run_1/logic_types.png
The bar under the picture is 20 microns long.
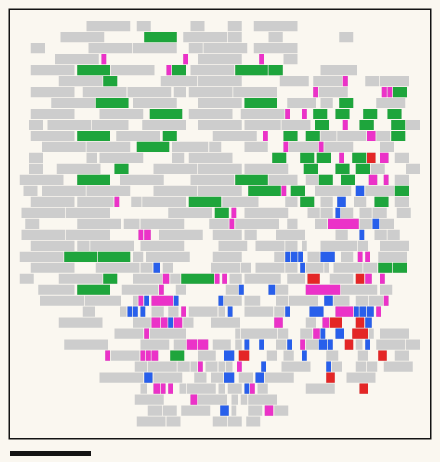
run_1/detail.png
The bar under the picture is 10 microns long. Window x 40 to 65, y 19 to 44 microns. Cells in grey, sequential cells in the stronger grey; small squares are vias.
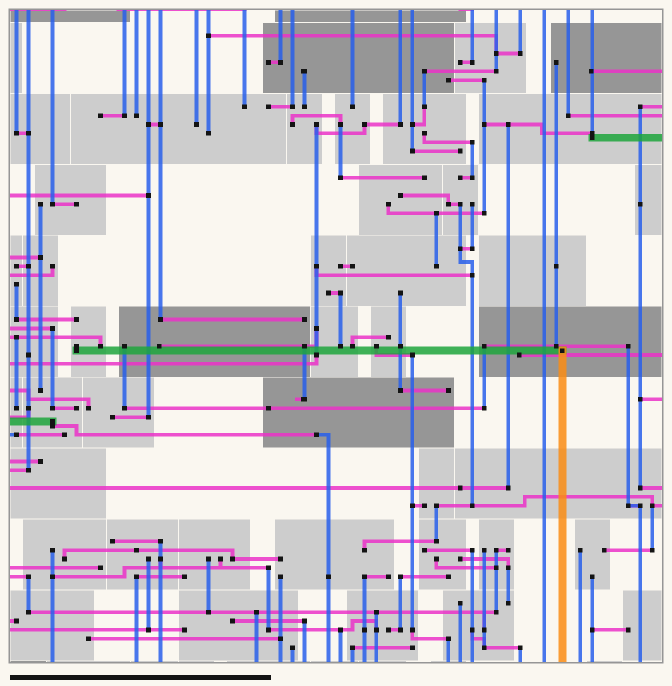
run_1/placement.png
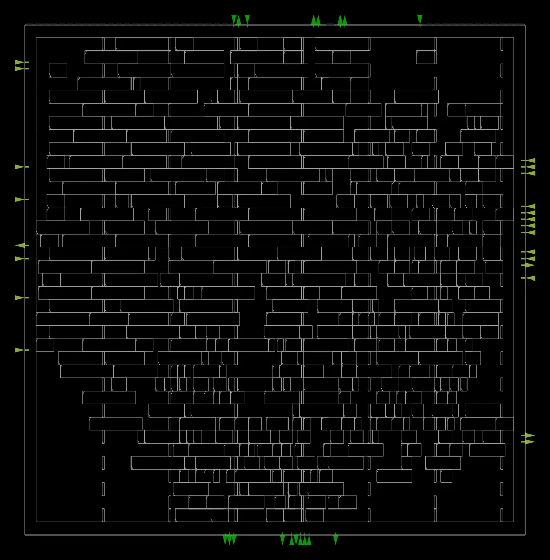
**src/rtl/dma_byte_fifo_if.sv**
```systemverilog
// DMA <-> line-driver byte FIFO bundle.
// master: DMA/driver side, slave: FIFO side.
interface dma_byte_fifo_if;
  logic        flush;
  logic        write_1;
  logic [7:0]  data_in_FIFO_1;
  logic        read_1;
  logic [7:0]  data_out_FIFO_1;
  logic        valid_out;
  logic        full_FIFO;
  logic        empty_FIFO;
  logic        almost_full;
  logic        almost_empty;
  logic        error_FIFO;
  logic [11:0] block_size;
  logic        block_done;

  modport master (
    output flush,
    output write_1,
    output data_in_FIFO_1,
    output read_1,
    output block_size,
    input  data_out_FIFO_1,
    input  valid_out,
    input  full_FIFO,
    input  empty_FIFO,
    input  almost_full,
    input  almost_empty,
    input  error_FIFO,
    input  block_done
  );

  modport slave (
    input  flush,
    input  write_1,
    input  data_in_FIFO_1,
    input  read_1,
    input  block_size,
    output data_out_FIFO_1,
    output valid_out,
    output full_FIFO,
    output empty_FIFO,
    output almost_full,
    output almost_empty,
    output error_FIFO,
    output block_done
  );
endinterface

```
**src/rtl/dma_byte_fifo.sv**
```systemverilog
// Byte FIFO between DMA and card data lines, with block counter.
// Ports: clk_in_1, reset_1 (sync, low), bus (slave); DMA_FIFO_STATUS_EN adds level/stickies.
module dma_byte_fifo #(
  parameter int DEPTH     = 8,
  parameter int AFULL_TH  = 6,
  parameter int AEMPTY_TH = 2
) (
  input  logic                    clk_in_1,
  input  logic                    reset_1,
  dma_byte_fifo_if.slave          bus
`ifdef DMA_FIFO_STATUS_EN
  ,
  output logic [$clog2(DEPTH):0]  fifo_level,
  output logic                    ovf_sticky,
  output logic                    udf_sticky
`endif
);

  localparam int AW = $clog2(DEPTH);
  localparam logic [AW:0] DEPTH_V  = (AW+1)'(DEPTH);
  localparam logic [AW:0] AFULL_V  = (AW+1)'(AFULL_TH);
  localparam logic [AW:0] AEMPTY_V = (AW+1)'(AEMPTY_TH);

  logic [7:0]    mem [DEPTH];
  logic [AW-1:0] wr_ptr;
  logic [AW-1:0] rd_ptr;
  logic [AW:0]   occ;
  logic [AW:0]   occ_nxt;

  logic          push_ok;
  logic          pop_ok;
  logic          rej;
  logic          clr;

  logic [11:0]   blk_cnt;
  logic [12:0]   blk_len;
  logic [12:0]   len_eff;
  logic [12:0]   cnt_inc;
  logic          blk_end;

  assign clr = !reset_1 || bus.flush;

  // A push into a full FIFO is fine when a pop frees a slot
  // in the same cycle; pops look only at the current contents.
  always_comb begin
    push_ok = bus.write_1 && (!bus.full_FIFO || bus.read_1);
    pop_ok  = bus.read_1 && !bus.empty_FIFO;
    rej     = (bus.write_1 && !push_ok)
            || (bus.read_1 && !pop_ok);
  end

  always_comb begin
    occ_nxt = occ;
    unique case (1'b1)
      push_ok && !pop_ok: occ_nxt = occ + 1'b1;
      !push_ok && pop_ok: occ_nxt = occ - 1'b1;
      default:            occ_nxt = occ;
    endcase
  end

  // Length is taken from block_size on the first pop of a
  // block; zero encodes the full 4096-byte block.
  always_comb begin
    len_eff = blk_len;
    if (blk_cnt == 12'd0) begin
      if (bus.block_size == 12'd0) len_eff = 13'd4096;
      else len_eff = {1'b0, bus.block_size};
    end
    cnt_inc = {1'b0, blk_cnt} + 13'd1;
    blk_end = (cnt_inc == len_eff);
  end

  always_ff @(posedge clk_in_1) begin
    if (!clr && push_ok)
      mem[wr_ptr] <= bus.data_in_FIFO_1;
  end

  always_ff @(posedge clk_in_1) begin
    if (clr) begin
      wr_ptr           <= '0;
      rd_ptr           <= '0;
      occ              <= '0;
      bus.valid_out    <= 1'b0;
      bus.full_FIFO    <= 1'b0;
      bus.empty_FIFO   <= 1'b1;
      bus.almost_full  <= 1'b0;
      bus.almost_empty <= 1'b1;
      bus.error_FIFO   <= 1'b0;
      bus.block_done   <= 1'b0;
      blk_cnt          <= '0;
      blk_len          <= '0;
      // Flush keeps the last byte visible; only reset zeroes it.
      if (!reset_1)
        bus.data_out_FIFO_1 <= 8'h00;
    end else begin
      if (push_ok)
        wr_ptr <= wr_ptr + 1'b1;
      if (pop_ok) begin
        rd_ptr              <= rd_ptr + 1'b1;
        bus.data_out_FIFO_1 <= mem[rd_ptr];
        if (blk_cnt == 12'd0)
          blk_len <= len_eff;
        if (blk_end)
          blk_cnt <= '0;
        else
          blk_cnt <= cnt_inc[11:0];
      end
      occ              <= occ_nxt;
      bus.valid_out    <= pop_ok;
      bus.full_FIFO    <= (occ_nxt == DEPTH_V);
      bus.empty_FIFO   <= (occ_nxt == '0);
      bus.almost_full  <= (occ_nxt >= AFULL_V);
      bus.almost_empty <= (occ_nxt <= AEMPTY_V);
      bus.error_FIFO   <= rej;
      bus.block_done   <= pop_ok && blk_end;
    end
  end

`ifdef DMA_FIFO_STATUS_EN
  assign fifo_level = occ;

  always_ff @(posedge clk_in_1) begin
    if (clr) begin
      ovf_sticky <= 1'b0;
      udf_sticky <= 1'b0;
    end else begin
      if (bus.write_1 && !push_ok)
        ovf_sticky <= 1'b1;
      if (bus.read_1 && !pop_ok)
        udf_sticky <= 1'b1;
    end
  end
`endif

endmodule

```
**src/flat_wrapper.sv**
```systemverilog
// flat-port wrapper written by rule: the top's interface ports become plain ports
module dma_byte_fifo_flat 
#(
  parameter int DEPTH     = 8,
  parameter int AFULL_TH  = 6,
  parameter int AEMPTY_TH = 2
)
  (clk_in_1, reset_1, bus_flush, bus_write_1, bus_data_in_FIFO_1, bus_read_1, bus_block_size, bus_data_out_FIFO_1, bus_valid_out, bus_full_FIFO, bus_empty_FIFO, bus_almost_full, bus_almost_empty, bus_error_FIFO, bus_block_done);
  dma_byte_fifo_if bus_i ();
  input  logic clk_in_1;
  input  logic reset_1;
  input wire logic [$bits(bus_i.flush)-1:0] bus_flush;
  input wire logic [$bits(bus_i.write_1)-1:0] bus_write_1;
  input wire logic [$bits(bus_i.data_in_FIFO_1)-1:0] bus_data_in_FIFO_1;
  input wire logic [$bits(bus_i.read_1)-1:0] bus_read_1;
  input wire logic [$bits(bus_i.block_size)-1:0] bus_block_size;
  output wire logic [$bits(bus_i.data_out_FIFO_1)-1:0] bus_data_out_FIFO_1;
  output wire logic [$bits(bus_i.valid_out)-1:0] bus_valid_out;
  output wire logic [$bits(bus_i.full_FIFO)-1:0] bus_full_FIFO;
  output wire logic [$bits(bus_i.empty_FIFO)-1:0] bus_empty_FIFO;
  output wire logic [$bits(bus_i.almost_full)-1:0] bus_almost_full;
  output wire logic [$bits(bus_i.almost_empty)-1:0] bus_almost_empty;
  output wire logic [$bits(bus_i.error_FIFO)-1:0] bus_error_FIFO;
  output wire logic [$bits(bus_i.block_done)-1:0] bus_block_done;
  assign bus_i.flush = bus_flush;
  assign bus_i.write_1 = bus_write_1;
  assign bus_i.data_in_FIFO_1 = bus_data_in_FIFO_1;
  assign bus_i.read_1 = bus_read_1;
  assign bus_i.block_size = bus_block_size;
  assign bus_data_out_FIFO_1 = bus_i.data_out_FIFO_1;
  assign bus_valid_out = bus_i.valid_out;
  assign bus_full_FIFO = bus_i.full_FIFO;
  assign bus_empty_FIFO = bus_i.empty_FIFO;
  assign bus_almost_full = bus_i.almost_full;
  assign bus_almost_empty = bus_i.almost_empty;
  assign bus_error_FIFO = bus_i.error_FIFO;
  assign bus_block_done = bus_i.block_done;
  dma_byte_fifo #(.DEPTH(DEPTH), .AFULL_TH(AFULL_TH), .AEMPTY_TH(AEMPTY_TH)) u_core (.clk_in_1(clk_in_1), .reset_1(reset_1), .bus(bus_i));
endmodule
```
**config.mk**
```make
export PLATFORM = sky130hd
export DESIGN_NAME = dma_byte_fifo_flat
export DESIGN_NICKNAME = d
export VERILOG_FILES = /design/src/rtl/dma_byte_fifo_if.sv /design/src/rtl/dma_byte_fifo.sv /design/src/flat_wrapper.sv
export SDC_FILE = /design/constraint.sdc
export NUM_CORES = 1
export LEC_CHECK = 0
export CAP_MARGIN = 20
export CORE_AREA = 2 2 102 104
export CTS_CLUSTER_DIAMETER = 150
export DETAILED_ROUTE_END_ITERATION = 6
export DIE_AREA = 0 0 104 106
export PLACE_DENSITY = 0.69
export REMOVE_ABC_BUFFERS = 1
export SYNTH_ARGS = -nofsm -noshare
export SYNTH_HDL_FRONTEND = slang
export SYNTH_SLANG_ARGS = --single-unit
```
**constraint.sdc**
```tcl
create_clock -name clk_in_1 -period 3.7 [get_ports clk_in_1]
set_clock_uncertainty 0.2 [all_clocks]
set_input_delay 0.555 -clock clk_in_1 [delete_from_list [all_inputs] [get_ports clk_in_1]]
set_output_delay 0.555 -clock clk_in_1 [all_outputs]
set_load 0.02 [all_outputs]
```
==> CHANGELOG.md, run 1 <==
### Changed

- Pwr/cell area: 503 mW/mm^2
- Clk latency late pin: 0.52 ns
- Fp util: 50.3%
- R2R Setup Slk: 0.66 ns
- Sequential Power Share: 45.4%
- Initial antenna violation count: 0
- Total grt overflow: 0
- Fmax: 329 MHz
- Share of the synthesized area in the top cell type: 43.0%
- Most instantiated logic cells after routing: edfxtp_1, dfxtp_1, nor2_1
- Sequential Area: 0.00306 sq mm
- Die x size: 104 microns
- Mean Syn Cell Area: 13.4 sq um
- DR pass1 iterations: 4
- P_int: 0.00233 W
- Hold Buf Count CTS: 0
- Period minus WS final: 3.04 ns
- Yosys cell count: 376
- Final ANT Viol Nets: 0
- Peak supply drop: 0.426 mV
- Post-DP HPWL: 6.47 mm
- CP Launch Type: register
- Die Size: 0.0110 sq mm
- P_leak: 2.17 nW
- Clock buffer depth: 2
- Post-synth ARST share: 0%
- Seq share, synth: 60.9%
- Total number of vias: 3130
- Synthesized area: 0.00503 sq mm
- Cycle use final: 82.2%
- Final net count: 457
- Die Y: 106 microns
- Crit path cell chain: inv_1 > ha_1 > nor4b_4 > nand3_2 > mux2i_1 > xnor2_1 > nand4_1 > nor4_4 > buf_4 > nor2_1 > a221o_1
- Largest net degree at the start of global routing: 38
- Max transition margin: 35.5%
- Yosys warning count: 0
- # clock sinks: 117
- Psw: 0.000764 W
- Worst slew pin tran: 0.965 ns
- DP Area: 0.00559 sq mm
- Via density: 5.44
- Clock-pin slew on the worst setup and hold paths: 0.06 ns
- First-pass GRT wire length: 16.4 mm
- Final Hold Fails: 0
- GR Util All Layers: 20.1%
- Pwr Total: 0.00310 W
- Area contributors post-synth: edfxtp_1, dfxtp_1, mux4_2
- CP endpoint kind: register
- I/O pin count: 40
- Quantity of I/O buffers inserted on ports: 39
- Final setup viols: 0
- Critical R2R Launch: u_core.blk_cnt[0]$_SDFFE_PP0P_
- Most used DFF post-synth: edfxtp_1
- Flops after synth: 117
- Post-Synthesis Cells: 376
- Critical path launch point: u_core.blk_cnt[0]$_SDFFE_PP0P_
- Unrepaired setup endpoints after global routing: false
- Netlist cell types: 43
- Post-Route Utilization: 61.6%
- Inserted Diodes: 0
- Hold Slack: 0.278 ns
- Drt drc: 0
- CTS buffer count: 17
- Synth area leader: edfxtp_1
- Post_cts resized: 0
- Crit-path slowest cell: nand3_2
- WS Path Type: register to register
- Critical Path RT: 3.90 ns
- Initial DRC count: 125
- Gpl congestion: 0.886
- Most numerous logic cell after layout: edfxtp_1
- Post-CTS Setup Inserts: 0
- WP data arrival: 3.24 ns
- Total of max-cap violations: 0
- Clock power share: 49.7%
- Logic area: 0.00187 sq mm
- Status: finished, final reports clean
- Vias in the first global route: 3160
- Final TNS setup: 0 ns
- CTS tree: yes
- Reg2reg path depth: 11
- Area Growth Syn to Fin: 22.6%
- Slowest stage delay, CP: 0.41 ns
- CTS H-Tree Depth: 4
- Sw frac: 24.7%
- Root Buffer: clkbuf_8
- Post-Route WL: 10.0 mm
- Yosys stat area: 0.00503 sq mm
- Slew Limit Fails: 0
- Count of library flops with an enable pin: 72
- Post-layout instance area: 0.00616 sq mm
- Reg-to-reg endpoint: u_core.blk_cnt[9]$_SDFFE_PP0P_
- Critical-path maximum fanout: 13
- Layout cells sized above 1: 15.3%
- OpenROAD warnings: 26
- Gate power share: 4.9%
- Hold Path Class: register to register
- Worst setup path endpoint: u_core.blk_cnt[9]$_SDFFE_PP0P_
- Routed len/inst: 17.4 microns
Notes on logic_types.png above:
Key: and/or cells = red [cells 11, where south-east]; nand cells = blue [cells 45, most used nand2_1]; mux cells = green [cells 51, most used mux2i_1]; nor cells = magenta [cells 63, most used nor2_1]

Notes on detail.png above:
Key: metal 1 = magenta; metal 4 = orange; metal 2 = blue; metal 3 = green
Netlist names of flops here include `u_core.blk_cnt` (2), `u_core.rd_ptr` (2). 40 logic cells have their middle in the window. Most frequent: nand2_1 (6), buf_4 (6), dfxtp_1 (5). Sequential cells in the window: 5.

Notes on placement.png above:
row count: 37
fill cell count: 781
seq_cells: 117
core area: 0.0100 sq mm

==> run 1: cells in the mapped netlist (3+ instances only) <==
library cell / instances
edfxtp_1: 72
nor3_1: 9
buf_2: 4
a21oi_1: 6
o21ai_0: 5
nand2_1: 26
nand2b_1: 3
inv_1: 5
o31ai_1: 7
clkbuf_1: 8
dfxtp_1: 45
nor4_1: 5
ha_1: 6
xnor2_1: 17
xor2_1: 14
mux4_2: 16
nor2_1: 41
mux2i_1: 35
nand3_1: 7
nand4_1: 5
buf_1: 5
==> run 1: cell type report <==
cell class | instances | area share (%)
multi-input cells | 234 | 30.3
clock buffers | 17 | 6.72
repair buffers | 50 | 7.67
flip-flops and latches | 117 | 49.7
clock inverters | 15 | 2.52
inverters | 6 | 0.365
well taps | 136 | 2.76
==> run 1: critical path: cells and delay by family (launching register included) <==
| family | cells | cell delay [ns] |
|---|---|---|
| xor+xnor | 1 | 0.14 |
| compound gates | 1 | 0.26 |
| simple gates | 5 | 1.15 |
| fa+ha+maj | 1 | 0.15 |
| mux | 1 | 0.33 |
| flops | 1 | 0.38 |
| buf+inv | 2 | 0.32 |
==> run 1: state kept, by name, summed over array words and instances (netlist names), 3 cells and up, named ones only <==
name,count
u_core.wr_ptr,3
u_core.bus.data_out_FIFO_1,8
u_core.occ,4
u_core.mem,64
u_core.blk_len,13
u_core.blk_cnt,12
u_core.rd_ptr,3
==> run 1: how the worst min path moves through the flow <==
stage	start	cells past startpoint	endpoint
final	u_core.rd_ptr[1]$_SDFFE_PP0P_	2	register
after floorplan	u_core.rd_ptr[1]$_SDFFE_PP0P_	2	register
after global routing	u_core.rd_ptr[1]$_SDFFE_PP0P_	2	u_core.rd_ptr[1]$_SDFFE_PP0P_
after detailed placement	u_core.rd_ptr[1]$_SDFFE_PP0P_	2	register
after global placement	u_core.rd_ptr[1]$_SDFFE_PP0P_	2	u_core.rd_ptr[1]$_SDFFE_PP0P_
after CTS	u_core.rd_ptr[1]$_SDFFE_PP0P_	2	register
==> run 1: logic make-up (layout without fill, tap and decap cells) <==
kind of cell	after synthesis	in the layout	share of synthesized area [%]
AND/OR/NAND/NOR	119	119	12.4
flip-flops	117	117	60.9
multiplexers	51	51	14.1
XOR/XNOR	31	31	5.40
AND-OR/OR-AND	27	27	3.58
buffers and inverters	25	88	2.11
adder cells (fa/ha/maj)	6	6	1.49
==> run 1: through the flow <==
stage               cells  setup slack (ns)
CTS                   575             0.639
global route          575             0.415
detailed placement    543             0.645
global placement      543             0.734
finish                575             0.660
floorplan             357             0.732
==> run 1: routing by layer <==
layer | GRT usage [%] | vias to the layer above | part of all wire (%)
li1 | - | 1502 | -
met1 | 23.5 | 1542 | 42
met2 | 34.0 | 73 | 52
met3 | 7.36 | 13 | 4.4
met4 | 7.72 | 0 | 1.8
met5 | 0 | - | 0
==> run 1: power groups by stage <==
stage	registers [W]	logic, W	clock network, W
floorplan	0.00144	0.0000683	0
global placement	0.00143	0.000151	0
detailed placement	0.00143	0.000153	0
CTS	0.00141	0.000154	0.00157
global route	0.00141	0.000166	0.00164
finish	0.00141	0.000152	0.00154
run_1/clk_routes.png
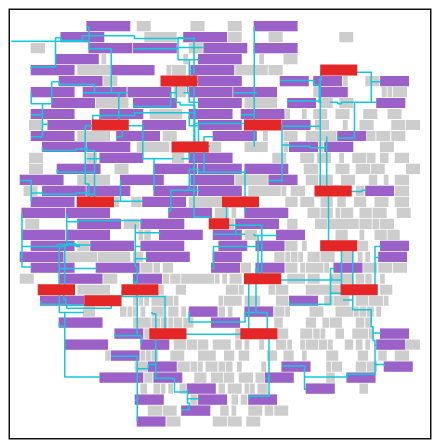

==> run 1 -> run 2 <==
==> constraint.sdc (replaced) <==
create_clock -name clk_in_1 -period 2.9 [get_ports clk_in_1]
set_clock_uncertainty 0.2 [all_clocks]
set_input_delay 0.435 -clock clk_in_1 [delete_from_list [all_inputs] [get_ports clk_in_1]]
set_output_delay 0.435 -clock clk_in_1 [all_outputs]
set_load 0.02 [all_outputs]
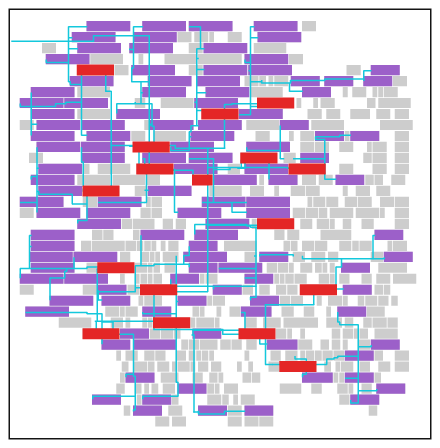
run_2/clk_routes.png
Key: clock drivers = red [count 17]; flip-flops = purple [count 117]; clock wires = cyan [length 1350 microns]
Position of the flops: all over the die. There are 18 routed clock nets.

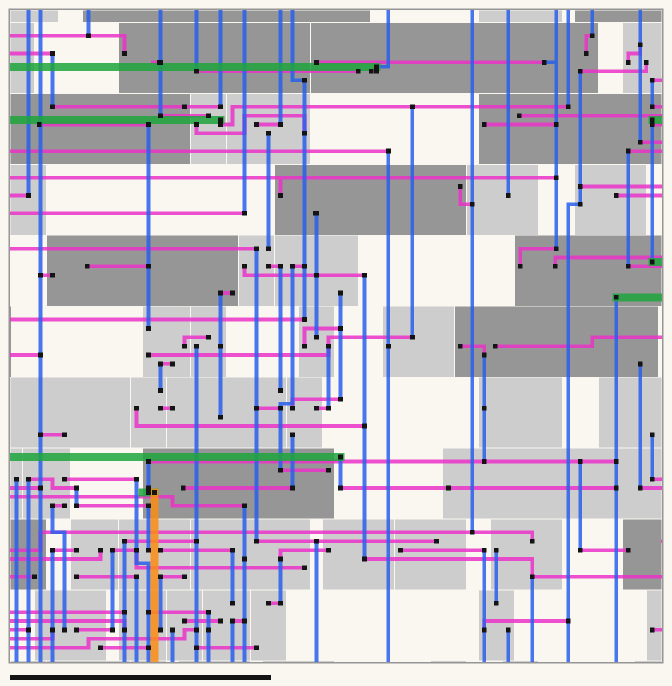
run_2/detail.png
The bar under the picture is 10 microns long. Window x 40 to 65, y 19 to 44 microns. Cells in grey, sequential cells in the stronger grey; small squares are vias.
Key: metal 2 = blue; metal 3 = green; metal 1 = magenta; metal 4 = orange
Sequential cells in the window: 9. Netlist names of flops here include `u_core.blk_cnt` (3), `u_core.rd_ptr` (2). Most frequent: dfxtp_1 (7), buf_4 (6), nand2_1 (5). 40 logic cells have their middle in the window.

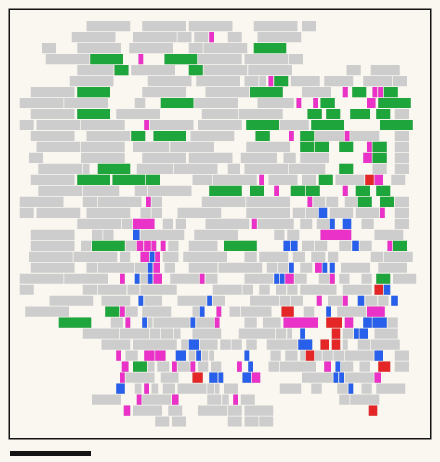
run_2/logic_types.png
The bar under the picture is 20 microns long.
Key: mux cells = green [cells 51, most used mux2i_1]; nand cells = blue [cells 45, most used nand2_1]; nor cells = magenta [cells 63, most used nor2_1]; and/or cells = red [cells 11, where south-east]

==> CHANGELOG.md, run 2 <==
### Changed

- Status: finished, final reports clean
- # clock sinks: 117
- Yosys simple share: 12.4%
- Vias in the first global route: 3370
- I/O pin count: 40
- Routed len/inst: 17.2 microns
- Quantity of I/O buffers inserted on ports: 39
- Aoi share: 3.58%
- Clock-pin slew on the worst setup and hold paths: 0.06 ns
- Synth area leader: edfxtp_1
- Final Hold Fails: 0
- Top logic family: multiplexers
- Largest regs: u_core.mem x64, u_core.blk_len x13, u_core.blk_cnt x12
- Critical Path RT: 3.10 ns
- Initial DRC count: 214
- Post-Route WL: 10.3 mm
- Post-DP HPWL: 7.11 mm
- Most used DFF post-synth: edfxtp_1
- Die x size: 104 microns
- Row count: 37
- WS Path Type: register to register
- Peak supply drop: 0.486 mV
- Yosys top cell by instances: edfxtp_1
- Area Growth Syn to Fin: 27.9%
- Largest net degree at the start of global routing: 25
- CP endpoint kind: register
- Pwr/cell area: 613 mW/mm^2
- P_leak: 2.33 nW
- Yosys stat area: 0.00503 sq mm
- Seq share, synth: 60.9%
- Inserted Diodes: 0
- Gpl congestion: 0.819
- DR pass1 iterations: 4
- XORs/XNORs by Area: 5.40%
- Final net count: 482
- Mux share: 14.1%
- Hold Path Class: register to register
- First-pass GRT wire length: 16.8 mm
- Fp util: 50.3%
- Most numerous logic cell after layout: edfxtp_1
- Slew Limit Fails: 0
- Total of max-cap violations: 0
- GR Util All Layers: 20.0%
- Final ANT Viol Nets: 0
- WP data arrival: 2.98 ns
- Worst slew pin tran: 0.821 ns
- CTS buffer count: 17
- Max transition margin: 45.2%
- Yosys warning count: 0
- Drt drc: 0
- Clock buffer depth: 2
- Unrepaired setup endpoints after global routing: true
- Non-Filler Instances: 600
- Layout cells sized above 1: 22.8%
- Post-Synthesis Cells: 376
- Mean Syn Cell Area: 13.4 sq um
- Clk latency late pin: 0.51 ns
- Most common library cells after synthesis: edfxtp_1, dfxtp_1, nor2_1
- Post-synth ARST share: 0%
- Count of library flops with an enable pin: 72
- Die Size: 0.0110 sq mm
- Period minus WS final: 2.78 ns
- Hold path depth: 2
- Dpl cells: 567
- Yosys cell count: 376
- Total grt overflow: 0
- Core area: 0.0100 sq mm
- Adder Share, Synth: 1.49%
- OpenROAD warnings: 27
- Area contributors post-synth: edfxtp_1, dfxtp_1, mux4_2
- Hold Buf Count CTS: 0
- Final setup viols: 0
- Critical-path maximum fanout: 13
- Total number of vias: 3215
- Die Y: 106 microns
- CTS H-Tree Depth: 4
- Reg with most FFs: u_core.mem
- Flops after synth: 117
- CP Launch Type: register
- Reg2reg path depth: 11
- Root Buffer: clkbuf_8
- Pwr Total: 0.00395 W
- Cycle use final: 95.9%
- Netlist cell types: 43
- Synthesized area: 0.00503 sq mm
- Via density: 5.36
- Most instantiated logic cells after routing: edfxtp_1, dfxtp_1, nor2_1
- CTS tree: yes
- Initial antenna violation count: 0
- Share of the synthesized area in the top cell type: 43.0%
- Max FFs per register: 64
- Fmax: 359 MHz
run 2: power breakdown:
part | leakage [nW] | switching [W] | internal, W
Combinational | 1.03 | 0.000108 | 0.000104
Clock | 0.272 | 0.000784 | 0.00115
Sequential | 1.02 | 0.0000107 | 0.00178
run 2: cell families after synthesis:
logic type	count (synthesis)
and+or+nand+nor	119
buffers and inverters	25
muxes	51
xor gates and xnor gates	31
adders and majority gates	6
AOI/OAI and AO/OA	27
DFF	117
run 2: worst paths after layout:
check                                                    start                              end  slack (ns)
worst max register to register  u_core.blk_cnt[0]$_SDFFE_PP0P_  u_core.blk_cnt[11]$_SDFFE_PP0P_        0.12
worst max-delay path            u_core.blk_cnt[0]$_SDFFE_PP0P_  u_core.blk_cnt[11]$_SDFFE_PP0P_        0.12
worst min register to register   u_core.rd_ptr[1]$_SDFFE_PP0P_    u_core.rd_ptr[1]$_SDFFE_PP0P_        0.28
worst min-delay path             u_core.rd_ptr[1]$_SDFFE_PP0P_    u_core.rd_ptr[1]$_SDFFE_PP0P_        0.28
run 2: worst max-delay path: stages, from the launching register on:
cell and delay (ns):
dfxtp_2 0.32, inv_1 0.06, ha_2 0.17, nor4b_4 0.24, nand3_2 0.14, buf_12 0.19, mux2i_4 0.19, xnor2_1 0.16
nand4_1 0.16, nor4_4 0.33, nor2_1 0.14, a221o_1 0.37
run 2: routing by layer:
| metal | GRT usage, % | wire length [microns] | vias to the layer above |
|---|---|---|---|
| met5 | 0 | 0 | - |
| met4 | 8.20 | 65 | 0 |
| met3 | 5.27 | 383 | 6 |
| met2 | 34.4 | 5450 | 68 |
| met1 | 23.9 | 4440 | 1593 |
| li1 | - | - | 1548 |
run 2: area by class of cell:
type / instances / area (sq um)
multi-input cells: 234 / 1940
clock buffers: 17 / 414
flip-flops and latches: 117 / 3070
fillers: 759 / 3570
repair buffers: 75 / 673
clock inverters: 15 / 145
inverters: 6 / 22.5
well taps: 136 / 170
run 2: repair_timing:
item,4_1_cts,5_1_grt
setup buffers,0,1
gates resized,0,17
setup endpoints to repair,0,5
run 2: stage by stage:
stage	instance area, sq um	util (%)	TNS [ns]	worst slack (ns)	hold slack (ns)
final	6430	64.3	0	0.118	0.280
after global routing	6430	64.3	-0.0691	-0.0407	0.323
after CTS	6350	63.5	0	0.0868	0.287
after detailed placement	5790	57.9	0	0.0726	0.277
after global placement	5790	57.9	0	0.0719	0.271
after floorplan	4940	-	-0.136	-0.0681	0.254
run_2/metal_density.png
21 x 21 tiles, from black (low) to pale yellow (high), scaled to the fullest tile. Values are wire area over tile area, all layers added.
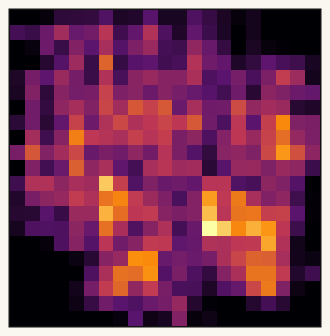

==> run 2 -> run 3 <==
--- a/config.mk
+++ b/config.mk
@@ -12,6 +12,7 @@
 export DIE_AREA = 0 0 104 106
 export PLACE_DENSITY = 0.69
 export REMOVE_ABC_BUFFERS = 1
+export SKIP_LAST_GASP = 1
 export SYNTH_ARGS = -nofsm -noshare
 export SYNTH_HDL_FRONTEND = slang
 export SYNTH_SLANG_ARGS = --single-unit
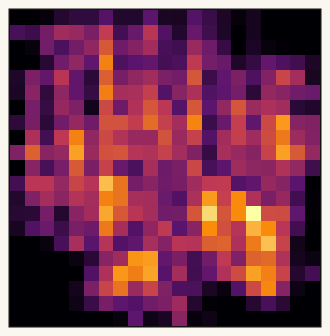
run_3/metal_density.png
21 x 21 tiles, from black (low) to pale yellow (high), scaled to the fullest tile. Values are wire area over tile area, all layers added.
The emptiest ninth of the die: south-west. 20% of the tiles are over half the peak. The mean over all tiles is 0.14. 16% of the tiles are nearly empty. The fullest tile reaches 0.47.

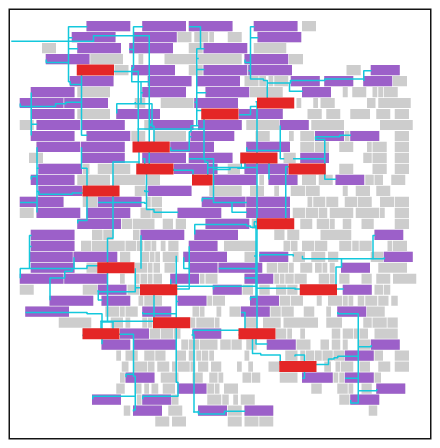
run_3/clk_routes.png
Key: clock wires = cyan [length 1330 microns]; clock drivers = red [count 17]; flip-flops = purple [count 117]
There are 18 routed clock nets.

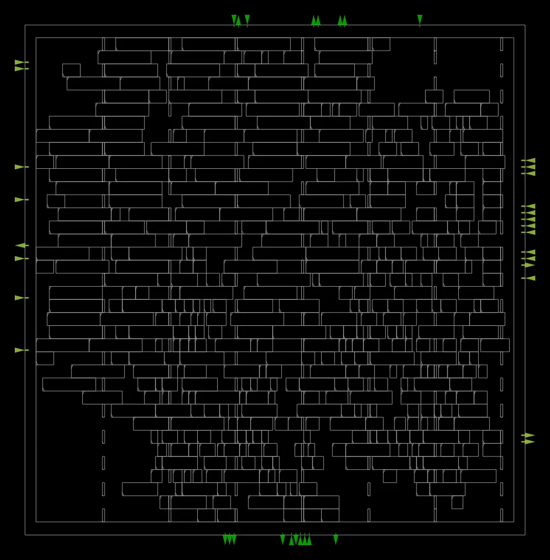
run_3/placement.png
flop share of the area: 47.7%
Non-Filler Instances: 600
Post-Route Utilization: 64.3%
# Taps: 136

==> CHANGELOG.md, run 3 <==
### Changed

- Most numerous logic cell after layout: edfxtp_1
- Gpl congestion: 0.819
- Area contributors post-synth: edfxtp_1, dfxtp_1, mux4_2
- Largest net degree at the start of global routing: 25
- CP Launch Type: register
- Share of the synthesized area in the top cell type: 43.0%
- Final ANT Viol Nets: 0
- Status: finished, final reports clean
- Routed len/inst: 17.2 microns
- Root Buffer: clkbuf_8
- P_leak: 2.33 nW
- Total grt overflow: 0
- Period minus WS final: 2.77 ns
- Total number of vias: 3220
- # clock sinks: 117
- Top routing layer in use: met4
- Final Hold Fails: 0
- Post-Synthesis Cells: 376
- Netlist cell types: 43
- WP data arrival: 2.96 ns
- Post-synth ARST share: 0%
- Max transition margin: 44.5%
- Clock buffer depth: 2
- Largest regs: u_core.mem x64, u_core.blk_len x13, u_core.blk_cnt x12
- Final setup viols: 0
- Layout cells sized above 1: 21.8%
- Final TNS setup: 0 ns
- Final net count: 482
- Quantity of I/O buffers inserted on ports: 39
- Post-DP HPWL: 7.11 mm
- Die Size: 0.0110 sq mm
- Worst slew pin tran: 0.831 ns
- Peak supply drop: 0.490 mV
- WS Path Type: register to register
- Total of max-cap violations: 0
- Pwr Total: 0.00395 W
- Unrepaired setup endpoints after global routing: true
- Yosys top cell by instances: edfxtp_1
- Core area: 0.0100 sq mm
- I/O pin count: 40
- Vias in the first global route: 3370
- Pwr/cell area: 614 mW/mm^2
- Post-Route WL: 10.3 mm
- Initial DRC count: 206
- R2R Setup Slk: 0.13 ns
- CP endpoint kind: register
- Reg with most FFs: u_core.mem
- Inserted Diodes: 0
- Cycle use final: 95.4%
- Clock-pin slew on the worst setup and hold paths: 0.06 ns
- Fill cell count: 755
- Mean Syn Cell Area: 13.4 sq um
- Initial antenna violation count: 0
- OpenROAD warnings: 27
- Most common library cells after synthesis: edfxtp_1, dfxtp_1, nor2_1
- CTS buffer count: 17
- Clk latency late pin: 0.51 ns
- Count of library flops with an enable pin: 72
- Slew Limit Fails: 0
- Die x size: 104 microns
- Most used DFF post-synth: edfxtp_1
- Hold Path Class: register to register
- CTS H-Tree Depth: 4
- Area Growth Syn to Fin: 27.8%
- Max FFs per register: 64
- Via density: 5.37
- Yosys stat area: 0.00503 sq mm
- Yosys cell count: 376
- Fp util: 50.3%
- Row count: 37
- Critical Path RT: 3.09 ns
- Critical-path maximum fanout: 13
- WL met3: 392 microns
- Die Y: 106 microns
- First-pass GRT wire length: 16.8 mm
- CTS tree: yes
- DR pass1 iterations: 5
- Most instantiated logic cells after routing: edfxtp_1, dfxtp_1, nor2_1
- Yosys warning count: 0
- Seq share, synth: 60.9%
- Wl on met1: 4.41 mm
- Fmax: 361 MHz
- GR Util All Layers: 20.0%
- Metal2 WL: 5.36 mm
- Synthesized area: 0.00503 sq mm
- Drt drc: 0
- Flops after synth: 117
- Synth area leader: edfxtp_1
==> run 3: cell types whose count changed in the layout (fill, tap and decap cells not counted) <==
cell,before,now
nor2_1,40,41
inv_1,4,5
dfxtp_2,3,1
nor2_2,1,0
dfxtp_1,42,44
ha_1,5,6
inv_2,1,0
ha_2,1,0
==> run 3: per-stage QoR <==
step                hold WS (ns)  std cells  util (%)  instance area, sq um  setup WS [ns]
global placement           0.271        567      57.9                  5790         0.0719
CTS                        0.287        599      63.5                  6350         0.0868
finish                     0.281        600      64.3                  6430          0.132
floorplan                  0.254        357         -                  4940        -0.0681
global route               0.323        600      64.3                  6430        -0.0500
detailed placement         0.277        567      57.9                  5790         0.0726
==> run 3: kinds of logic after synthesis <==
kind of cell / Yosys count / synth area share (%)
AOI/OAI and AO/OA: 27 / 3.58
xor gates and xnor gates: 31 / 5.40
adders and majority gates: 6 / 1.49
buffers and inverters: 25 / 2.11
DFF: 117 / 60.9
muxes: 51 / 14.1
and+or+nand+nor: 119 / 12.4
==> run 3: power breakdown <==
| part | switching, W | total (W) | internal, W |
|---|---|---|---|
| sequential | 0.0000106 | 0.00179 | 0.00178 |
| clock | 0.000786 | 0.00194 | 0.00115 |
| combinational | 0.000109 | 0.000213 | 0.000104 |
| total | 0.000905 | 0.00395 | 0.00304 |
==> run 3: worst max-delay path: stages (launching register included) <==
cell and delay, ns:
dfxtp_1 0.31, inv_1 0.06, ha_1 0.15, nor4b_4 0.24, nand3_2 0.13, buf_12 0.19
mux2i_4 0.19, xnor2_1 0.16, nand4_1 0.16, nor4_4 0.33, nor2_1 0.15, a221o_1 0.37
==> run 3: final cells by class <==
cell class / count / area [sq um] / area share (%)
multi-input cells: 234 / 1940 / 30.1
clock inverters: 15 / 145 / 2.26
clock buffers: 17 / 414 / 6.44
inverters: 6 / 22.5 / 0.350
well taps: 136 / 170 / 2.65
repair buffers: 75 / 673 / 10.5
flip-flops and latches: 117 / 3060 / 47.7
==> run 3: timing repair <==
action                                  4_1_cts  5_1_grt
hold buffers                                  0        0
gates resized                                 0       12
buffers inserted                              0        1
endpoints found under the setup margin        0        5
==> run 3: final timing paths <==
path,cells after the start,end,startpoint
min,2,u_core.rd_ptr[1]$_SDFFE_PP0P_,u_core.rd_ptr[1]$_SDFFE_PP0P_
min reg2reg,2,u_core.rd_ptr[1]$_SDFFE_PP0P_,u_core.rd_ptr[1]$_SDFFE_PP0P_
max reg2reg,11,u_core.blk_cnt[11]$_SDFFE_PP0P_,u_core.blk_cnt[1]$_SDFFE_PP0P_
max,11,u_core.blk_cnt[11]$_SDFFE_PP0P_,u_core.blk_cnt[1]$_SDFFE_PP0P_
==> run 3: layer usage <==
metal,global-route usage [%],vias to the layer above
li1,-,1552
met2,34.4,68
met3,5.27,14
met5,0,-
met1,23.9,1586
met4,8.20,0
Power is estimated from default activity; no workload was simulated.
